<file path="src/rtl/pipe_stage_reg.sv">
// pipe_stage_reg
//   Generic MIPS pipeline boundary register (F/D, D/E, E/M, M/W). Carries the
//   instruction, PC+8, branch-delay-slot flag and exception code together
//   with a valid bit. Each clock edge resolves one action in fixed priority:
//   rst > flush > stall (en=0) > bubble (clr) > load.
//   Three saturating counters record stalls, bubbles and flushes so the
//   hazard unit's behaviour can be measured.
//
// Ports
//   clk        in   1        clock, rising edge
//   rst        in   1        synchronous reset, active-high
//   en         in   1        stage enable; 0 = stall (hold contents)
//   clr        in   1        insert bubble (honoured only when en=1)
//   flush      in   1        exception flush; overrides stall
//   instr_i    in   INSTR_W  incoming instruction
//   pc_i       in   PC_W     incoming PC+8
//   bd_i       in   1        incoming instruction is in a branch delay slot
//   exc_vld_i  in   1        incoming instruction carries an exception
//   exc_i      in   EXC_W    incoming exception code
//   instr_o    out  INSTR_W  registered instruction
//   imm_o      out  16       low 16 bits of the instruction register
//   pc_o       out  PC_W     registered PC+8
//   bd_o       out  1        registered delay-slot flag
//   valid_o    out  1        1 = real instruction, 0 = bubble
//   exc_vld_o  out  1        registered exception flag
//   exc_o      out  EXC_W    registered exception code (0 when no exception)
//   stall_cnt  out  CNT_W    cycles a valid instruction was held by en=0
//   bubble_cnt out  CNT_W    bubbles inserted via clr
//   flush_cnt  out  CNT_W    flush events applied
module pipe_stage_reg #(
  parameter int                 INSTR_W = 32,
  parameter int                 PC_W    = 32,
  parameter int                 EXC_W   = 5,
  parameter logic [INSTR_W-1:0] NOP_VAL = '0,
  parameter bit                 KEEP_PC = 1'b1,
  parameter int                 CNT_W   = 16
) (
  input  logic               clk,
  input  logic               rst,
  input  logic               en,
  input  logic               clr,
  input  logic               flush,
  input  logic [INSTR_W-1:0] instr_i,
  input  logic [PC_W-1:0]    pc_i,
  input  logic               bd_i,
  input  logic               exc_vld_i,
  input  logic [EXC_W-1:0]   exc_i,
  output logic [INSTR_W-1:0] instr_o,
  output logic [15:0]        imm_o,
  output logic [PC_W-1:0]    pc_o,
  output logic               bd_o,
  output logic               valid_o,
  output logic               exc_vld_o,
  output logic [EXC_W-1:0]   exc_o,
  output logic [CNT_W-1:0]   stall_cnt,
  output logic [CNT_W-1:0]   bubble_cnt,
  output logic [CNT_W-1:0]   flush_cnt
);

  // Saturating increment: stays at all-ones once reached.
  function automatic logic [CNT_W-1:0] sat_inc(input logic [CNT_W-1:0] c);
    sat_inc = (c == {CNT_W{1'b1}}) ? c : c + CNT_W'(1);
  endfunction

  logic [INSTR_W-1:0] instr_p1;
  logic [PC_W-1:0]    pc_p1;
  logic               bd_p1;
  logic               vld_p1;
  logic               exc_vld_p1;
  logic [EXC_W-1:0]   exc_p1;
  logic [CNT_W-1:0]   stall_cnt_p1;
  logic [CNT_W-1:0]   bubble_cnt_p1;
  logic [CNT_W-1:0]   flush_cnt_p1;

  // A bubble and a flush write identical register contents; only the
  // counter that is bumped differs.
  logic kill;
  assign kill = flush | (en & clr);

  // Stage boundary: inputs -> registered outputs (one cycle latency).
  always_ff @(posedge clk) begin
    if (rst) begin
      instr_p1      <= '0;
      pc_p1         <= '0;
      bd_p1         <= 1'b0;
      vld_p1        <= 1'b0;
      exc_vld_p1    <= 1'b0;
      exc_p1        <= '0;
      stall_cnt_p1  <= '0;
      bubble_cnt_p1 <= '0;
      flush_cnt_p1  <= '0;
    end else if (kill) begin
      instr_p1   <= NOP_VAL;
      vld_p1     <= 1'b0;
      exc_vld_p1 <= 1'b0;
      exc_p1     <= '0;
      // KEEP_PC lets a squashed slot still carry its PC for EPC tracking.
      pc_p1      <= KEEP_PC ? pc_i : '0;
      bd_p1      <= KEEP_PC ? bd_i : 1'b0;
      if (flush) flush_cnt_p1  <= sat_inc(flush_cnt_p1);
      else       bubble_cnt_p1 <= sat_inc(bubble_cnt_p1);
    end else if (!en) begin
      // Stall: contents hold; only a held real instruction counts.
      if (vld_p1) stall_cnt_p1 <= sat_inc(stall_cnt_p1);
    end else begin
      instr_p1   <= instr_i;
      pc_p1      <= pc_i;
      bd_p1      <= bd_i;
      vld_p1     <= 1'b1;
      exc_vld_p1 <= exc_vld_i;
      exc_p1     <= exc_vld_i ? exc_i : '0;
    end
  end

  assign instr_o    = instr_p1;
  assign imm_o      = instr_p1[15:0];
  assign pc_o       = pc_p1;
  assign bd_o       = bd_p1;
  assign valid_o    = vld_p1;
  assign exc_vld_o  = exc_vld_p1;
  assign exc_o      = exc_p1;
  assign stall_cnt  = stall_cnt_p1;
  assign bubble_cnt = bubble_cnt_p1;
  assign flush_cnt  = flush_cnt_p1;

endmodule

</file>
<file path="config.mk">
export PLATFORM = sky130hd
export DESIGN_NAME = pipe_stage_reg
export DESIGN_NICKNAME = d
export VERILOG_FILES = /design/src/rtl/pipe_stage_reg.sv
export SDC_FILE = /design/constraint.sdc
export NUM_CORES = 1
export LEC_CHECK = 0
export ABC_AREA = 1
export ABC_CLOCK_PERIOD_IN_PS = 1400
export CAP_MARGIN = 20
export CORE_AREA = 2 2 122 124
export DETAILED_ROUTE_END_ITERATION = 8
export DIE_AREA = 0 0 124 126
export PLACE_DENSITY = 0.87
export RECOVER_POWER = 25
export SLEW_MARGIN = 20
export SYNTH_ARGS = -nofsm -noshare
export SYNTH_HDL_FRONTEND = slang
export SYNTH_SLANG_ARGS = --single-unit
</file>
<file path="constraint.sdc">
create_clock -name clk -period 1.4 [get_ports clk]
set_input_delay 0.28 -clock clk [delete_from_list [all_inputs] [get_ports clk]]
set_output_delay 0.28 -clock clk [all_outputs]
set_load 0.01 [all_outputs]
</file>
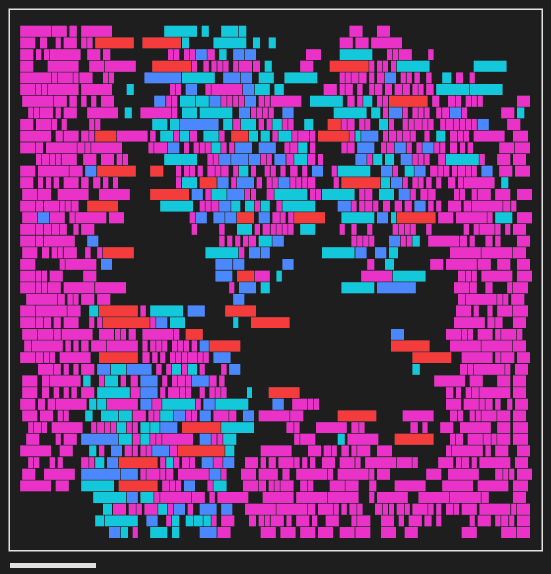
Fig. 1. Sizing map (run 1).
Scale bar: 20 um.
magenta -> drive 1 or less  # cells 837, share 76%
red -> drive 6 and up  # cells 36, share 3.3%
cyan -> drive 2  # cells 131, share 12%
blue -> drive 3 to 4  # cells 103, share 9.3%
setup ws final: -0.03637 ns
Post-Layout Inst Area: 9099 um2

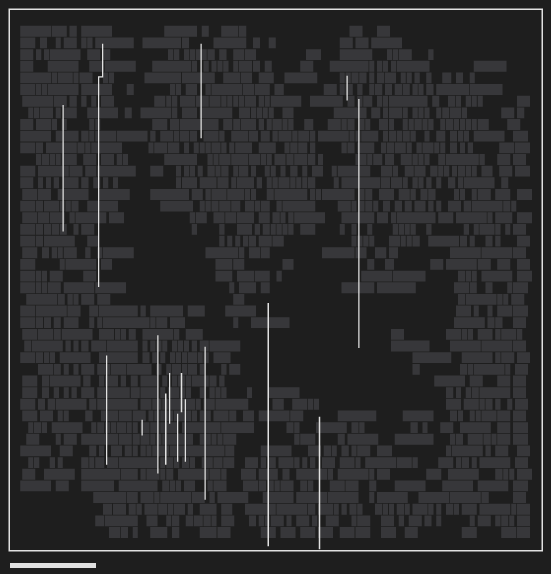
Fig. 2. Metal 4 (run 1).
Scale bar: 20 um. Cells faint in the background.
main direction = vertical
longest straight run = 57.8 um
wire length on this layer = 416 um
share of all routed wire = 2.4%
via count: 6234
final wirelength: 17.51 mm

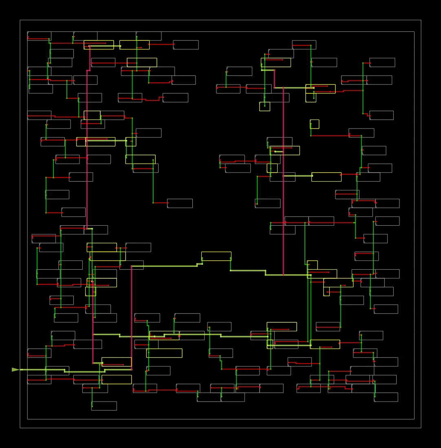
Fig. 3. The clock network (run 1).
Worst Clk Skew: 0.01178 ns
TritonCTS Sinks: 120

==> results.sh, run 1 <==
# yosys + openroad results
export IMPL_final_cells=1292
export IMPL_ioPinCount=212
export IMPL_p_sw_mw=2.196
export IMPL_htree_levels=4
export IMPL_total_power_mw=9.116
export IMPL_first_iter_violations=464
export IMPL_fin_ws_ns=-0.03637
export IMPL_core_area_um2=14310
export IMPL_status="finished, violations left"
export IMPL_ys_seq_share=0.4265
export IMPL_violations="negative setup slack"
export IMPL_yosysUniqueCellTypes=26
export IMPL_clockRootBuffer="clkbuf_16"
export IMPL_p_per_area_nw_per_um2=1002
export IMPL_syn_avg_cell_area_um2=6.778
export IMPL_max_cap_violations=0
export IMPL_end_kind="flop"
export IMPL_seq_power_share=0.394
export IMPL_grt_pass1_vias=5943
export IMPL_yosysWarnings=0
export IMPL_setup_viol=7
export IMPL_seq_cell_power_mw=3.59
export IMPL_cts_tree="yes"
==> run 1: final timing paths <==
check           startpoint              to  slack, ns  depth (start not counted)
max          bubble_cnt[1]  bubble_cnt[14]      -0.04                          9
min            instr_i[28]     instr_o[28]       0.42                          3
max reg2reg  bubble_cnt[1]  bubble_cnt[14]      -0.04                          9
min reg2reg       exc_o[3]        exc_o[3]       0.46                          2
==> run 1: area by class of cell <==
cell class / count / area [um2]
clock buffer: 20 / 489.2
fill: 1184 / 5215
inverter: 78 / 297.8
clock inverter: 12 / 137.6
antenna: 1 / 2.502
multi-input combinational: 586 / 2900
tap: 184 / 230.2
timing repair buffer: 291 / 2591
sequential: 120 / 2450
==> run 1: routing by layer <==
metal | share of wire | vias to the layer above | routed length (um) | track usage
met3 | 0.095 | 36 | 1670 | 0.07609
li1 | - | 3109 | - | -
met1 | 0.39 | 2814 | 6784 | 0.2338
met5 | 0 | - | 0 | 0
met4 | 0.024 | 0 | 416 | 0.09716
met2 | 0.49 | 275 | 8635 | 0.3733
==> run 1: critical path, cell delays in order, from the launching register on <==
cell and delay [ns]:
dfxtp_2 0.36, ha_4 0.16, nand2_4 0.05, nor2_4 0.12, nand2_4 0.07, nor2_4 0.14, nor2_4 0.07, buf_4 0.17
a21oi_1 0.12, nor2_1 0.06
==> run 1: registers in the layout, indices dropped and copies added (netlist names) <==
| name | cells |
|---|---|
| valid_o | 1 |
| bd_o | 1 |
| exc_vld_o | 1 |
| exc_o | 5 |
| instr_o | 32 |
| stall_cnt | 16 |
| flush_cnt | 16 |
| pc_o | 32 |
| bubble_cnt | 16 |
==> run 1: kinds of logic after synthesis <==
logic type	synth area share
simple gates	0.3583
buf+inv	0.1082
compound gates	0.09107
flops	0.4265
xor+xnor	0.009329
fa+ha+maj	0.006664
==> run 2: changes to the inputs <==
--- a/config.mk
+++ b/config.mk
@@ -6,12 +6,12 @@
 export NUM_CORES = 1
 export LEC_CHECK = 0
 export ABC_AREA = 1
-export ABC_CLOCK_PERIOD_IN_PS = 1400
+export ABC_CLOCK_PERIOD_IN_PS = 1560
 export CAP_MARGIN = 20
 export CORE_AREA = 2 2 122 124
 export DETAILED_ROUTE_END_ITERATION = 8
 export DIE_AREA = 0 0 124 126
-export PLACE_DENSITY = 0.87
+export PLACE_DENSITY = 0.84
 export RECOVER_POWER = 25
 export SLEW_MARGIN = 20
 export SYNTH_ARGS = -nofsm -noshare
==> constraint.sdc (replaced) <==
create_clock -name clk -period 1.56 [get_ports clk]
set_input_delay 0.312 -clock clk [delete_from_list [all_inputs] [get_ports clk]]
set_output_delay 0.312 -clock clk [all_outputs]
set_load 0.01 [all_outputs]
==> run 2 against run 1 <==
Net effect:
- the run now ends clean
- flip-flop count stayed put
- die size stayed put
- clock skew is 0.0068 ns lower
- register-to-register slack better by 0.08 ns
- setup slack better by 0.081 ns
- critical endpoint is now flush_cnt[11]
- largest power group unchanged
==> results.sh, run 2 <==
# yosys + openroad results
export IMPL_grt_pass1_vias=5502
export IMPL_numClockSinks=120
export IMPL_critical_path_cell_chain="ha_2 -> nand2_1 -> nor2_4 -> nand2_4 -> inv_2 -> nand2_2 -> nand2_4 -> nand2_1 -> a21oi_2"
export IMPL_cpPeakStageDelay_ns=0.33
export IMPL_ys_seq_share=0.4265
export IMPL_num_antenna_cells=0
export IMPL_core_area_um2=14310
export IMPL_top_cell="nand2_1"
export IMPL_fin_ws_ns=0.04473
export IMPL_yosysWarnings=0
export IMPL_cp_slowest_cell="dfxtp_2"
export IMPL_drive_above_1_share=0.1431
export IMPL_status="finished, final reports clean"
export IMPL_htree_levels=4
export IMPL_chipArea_um2=15620
export IMPL_max_cap_violations=0
export IMPL_finalClockSkew_ns=0.005005
export IMPL_setup_viol=0
export IMPL_tightest_slew_ns=0.3979
export IMPL_ioPinCount=212
export IMPL_path_delay_family="simple AND/OR/NAND/NOR gates"
export IMPL_drc=0
export IMPL_cts_tree="yes"
export IMPL_end_kind="flop"
export IMPL_yosysUniqueCellTypes=26
export IMPL_final_cells=1260
export IMPL_syn_avg_cell_area_um2=6.778
export IMPL_first_iter_violations=417
export IMPL_crit_buf_inv=1
export IMPL_final_cell_area_um2=8701
export IMPL_total_power_mw=8.300
export IMPL_p_per_area_nw_per_um2=953.9
export IMPL_clockRootBuffer="clkbuf_16"
==> run 2: cell counts after synthesis <==
Identical to the previous run, type by type.
==> run 2: report_power, final <==
| group | internal (mW) | total [mW] | switching (mW) | leakage (nW) |
|---|---|---|---|---|
| Sequential | 3.17 | 3.22 | 0.0523 | 0.988 |
| Combinational | 0.440 | 0.851 | 0.411 | 2.90 |
| Clock | 2.83 | 4.23 | 1.40 | 0.300 |
==> run 2: area by class of cell <==
type	instances	area (um2)
timing repair buffer	261	2404
sequential	120	2424
fill	1318	5613
clock buffer	20	436.7
clock inverter	12	200.2
inverter	78	292.8
multi-input combinational	585	2714
tap	184	230.2
==> run 2: kinds of logic (layout without fill, tap and decap cells) <==
family,Yosys count,after routing,share of synthesized area
compound gates,98,98,0.09107
xor+xnor,6,6,0.009329
fa+ha+maj,3,3,0.006664
buf+inv,127,371,0.1082
flops,120,120,0.4265
simple gates,477,478,0.3583
==> run 2: per-layer routing <==
layer  vias to the layer above  part of all wire  GRT usage
li1                       3045                 -          -
met1                      2716              0.39     0.2293
met2                       262              0.48     0.3568
met3                        33              0.10    0.07926
met4                         0             0.024    0.08857
met5                         -                 0          0
==> run 2: final timing paths <==
| path | from | end | slack (ns) | depth (start not counted) |
|---|---|---|---|---|
| max | flush_cnt[0] | flush_cnt[11] | 0.04 | 9 |
| max reg2reg | flush_cnt[0] | flush_cnt[11] | 0.04 | 9 |
| min | instr_i[3] | instr_o[3] | 0.45 | 3 |
| min reg2reg | instr_o[31] | instr_o[31] | 0.46 | 2 |
==> run 2: what timing repair did <==
action	4_1_cts	5_1_grt
gates cloned	0	1
setup endpoints to repair	137	33
pin swaps	0	5
setup buffers	0	1
gates resized	150	27
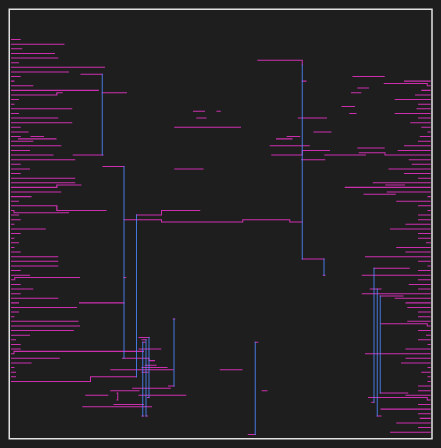
Fig. 4. Routed metal, one color a layer (run 2).
Only two layers are drawn.
magenta -> met3  # wire length 1720 um
blue -> met4  # wire length 404 um
via count: 6056
final wirelength: 16.46 mm
GRT Overall Usage: 0.2087
DR WL/cell: 13.07 um

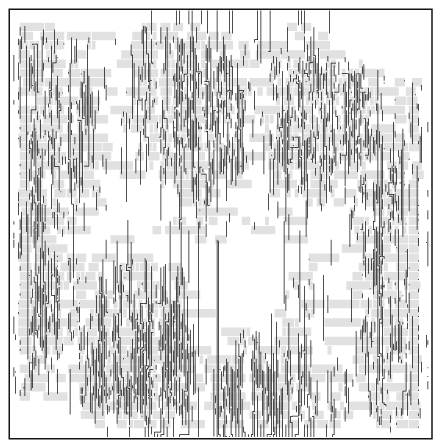
Fig. 5. Metal 2 (run 2).
Cells faint in the background.
main direction = vertical
wire length on this layer = 7960 um
M2 GR Usage: 0.3568

==> run 3: changes to the inputs <==
--- a/config.mk
+++ b/config.mk
@@ -13,7 +13,7 @@
 export DIE_AREA = 0 0 124 126
 export PLACE_DENSITY = 0.84
 export RECOVER_POWER = 25
-export SLEW_MARGIN = 20
+export SLEW_MARGIN = 0
 export SYNTH_ARGS = -nofsm -noshare
 export SYNTH_HDL_FRONTEND = slang
 export SYNTH_SLANG_ARGS = --single-unit
==> constraint.sdc (replaced) <==
create_clock -name clk -period 1.56 [get_ports clk]
set_input_delay 0.39 -clock clk [delete_from_list [all_inputs] [get_ports clk]]
set_output_delay 0.39 -clock clk [all_outputs]
set_load 0.01 [all_outputs]
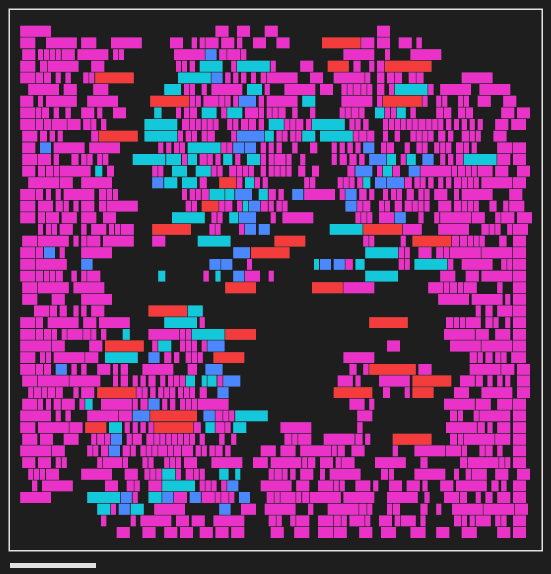
Fig. 6. Sizing map (run 3).
Scale bar: 20 um.
cyan -> drive 2  # cells 73, share 6.8%
magenta -> drive 1 or less  # cells 915, share 86%
red -> drive 6 and up  # cells 30, share 2.8%
blue -> drive 3 to 4  # cells 50, share 4.7%
Buffers excl. clock: 255
Layout area overhead: 52.31%
Post-Layout Inst Area: 8579 um2
setup ws final: 0.04067 ns

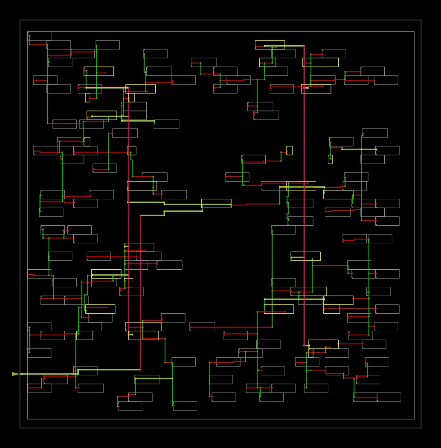
Fig. 7. The clock network (run 3).
P_clk: 3.95 mW
clk_lat worst skew: 0.41 ns
clock buffer count from CTS: 17

==> run 3 against run 2 <==
Net effect:
- synthesized cell count stayed put
- routed wire length decreased by 4.4%
- synthesized area stayed put
- total power down 3.5%
- largest power group unchanged
==> results.sh, run 3 <==
# yosys + openroad results
export IMPL_finalClockSkew_ns=0.006362
export IMPL_ioPinCount=212
export IMPL_num_antenna_cells=0
export IMPL_totalWireLength_mm=15.74
export IMPL_cp_slowest_cell="dfxtp_1"
export IMPL_wl_met2_mm=7.539
export IMPL_clockRootBuffer="clkbuf_16"
export IMPL_chipArea_um2=15620
export IMPL_path_delay_family="flip-flops"
export IMPL_combPwrFrac=0.104
export IMPL_top_cell="nand2_1"
export IMPL_grt_usage=0.2016
export IMPL_end_kind="output pin"
export IMPL_cpPeakStageDelay_ns=0.42
export IMPL_internal_power_mw=6.215
export IMPL_cts_resized=153
export IMPL_grt_pass1_vias=5435
export IMPL_critical_path_cell_chain="dlygate4sd2_1"
export IMPL_cts_tree="yes"
export IMPL_tightest_slew_ns=0.4212
export IMPL_crit_buf_inv=1
export IMPL_syn_avg_cell_area_um2=6.778
export IMPL_grtUsageMet2=0.3455
export IMPL_post_cts_setup_buffers=0
export IMPL_first_iter_violations=388
export IMPL_p_clk_frac=0.494
export IMPL_status="finished, final reports clean"
export IMPL_use_met1=0.2207
export IMPL_wl_per_cell_um=12.57
export IMPL_grt_busiest_layer="met2"
export IMPL_hp_class="in2reg"
export IMPL_power_group_top="the clock network"
export IMPL_max_cap_violations=0
export IMPL_ys_seq_share=0.4265
export IMPL_core_area_um2=14310
export IMPL_top_layer_used="met4"
export IMPL_final_cells=1252
export IMPL_drc=0
export IMPL_yosysWarnings=0
export IMPL_htree_levels=4
export IMPL_switching_share=0.2237
export IMPL_fill_cells=1335
export IMPL_setup_viol=0
export IMPL_routed_via_count=5938
export IMPL_wl_met3_mm=1.725
export IMPL_seq_power_share=0.402
-- run 3: cell count changes in the layout (fill, tap and decap cells not counted), sizes merged --
cell,delta
clkbuf,+9
buf,-8
dlygate4sd2,-6
clkdlybuf4s15,+4
bufinv,-2
clkdlybuf4s50,-2
clkinv,-1
clkinvlp,-1
nand2,-1
-- run 3: cell type report --
| cell class | count | share of cell area |
|---|---|---|
| Multi-Input combinational cell | 584 | 0.3150 |
| Sequential cell | 120 | 0.2832 |
| Timing Repair Buffer | 255 | 0.2711 |
| Clock buffer | 23 | 0.05571 |
| Inverter | 78 | 0.03413 |
| Tap cell | 184 | 0.02683 |
| Clock inverter | 8 | 0.01400 |
-- run 3: final timing paths --
path                        from        endpoint  slack [ns]  cells past startpoint
setup / recovery  bubble_cnt[10]  bubble_cnt[10]        0.04                      1
hold / removal                en     instr_o[10]        0.44                      4
setup reg to reg    flush_cnt[0]    flush_cnt[5]        0.09                      9
hold reg to reg      instr_o[24]     instr_o[24]        0.45                      2
-- run 3: logic make-up (layout without fill, tap and decap cells) --
kind of cell,count (synthesis),in the layout,share of synthesized area
flip-flops,120,120,0.4265
buffers and inverters,127,364,0.1082
AND-OR/OR-AND,98,98,0.09107
adder cells (fa/ha/maj),3,3,0.006664
AND/OR/NAND/NOR,477,477,0.3583
XOR/XNOR,6,6,0.009329
-- run 3: metrics by stage --
stage          power [mW]  setup WS (ns)  instance area (um2)
5_1_grt             8.359       -0.01680                 8579
4_1_cts             8.108       0.007163                 8518
3_5_place_dp        4.201        -0.2941                 8069
3_3_place_gp        4.188        -0.2622                 8069
2_1_floorplan       3.662        0.02901                 5633
6_report            8.007        0.04067                 8579
-- run 3: worst min-delay path, stage by stage --
cell,delay (ns)
clkbuf_1,0.12
buf_4,0.18
nand2_1,0.06
a21oi_1,0.05
Power and IR drop assume default switching activity.
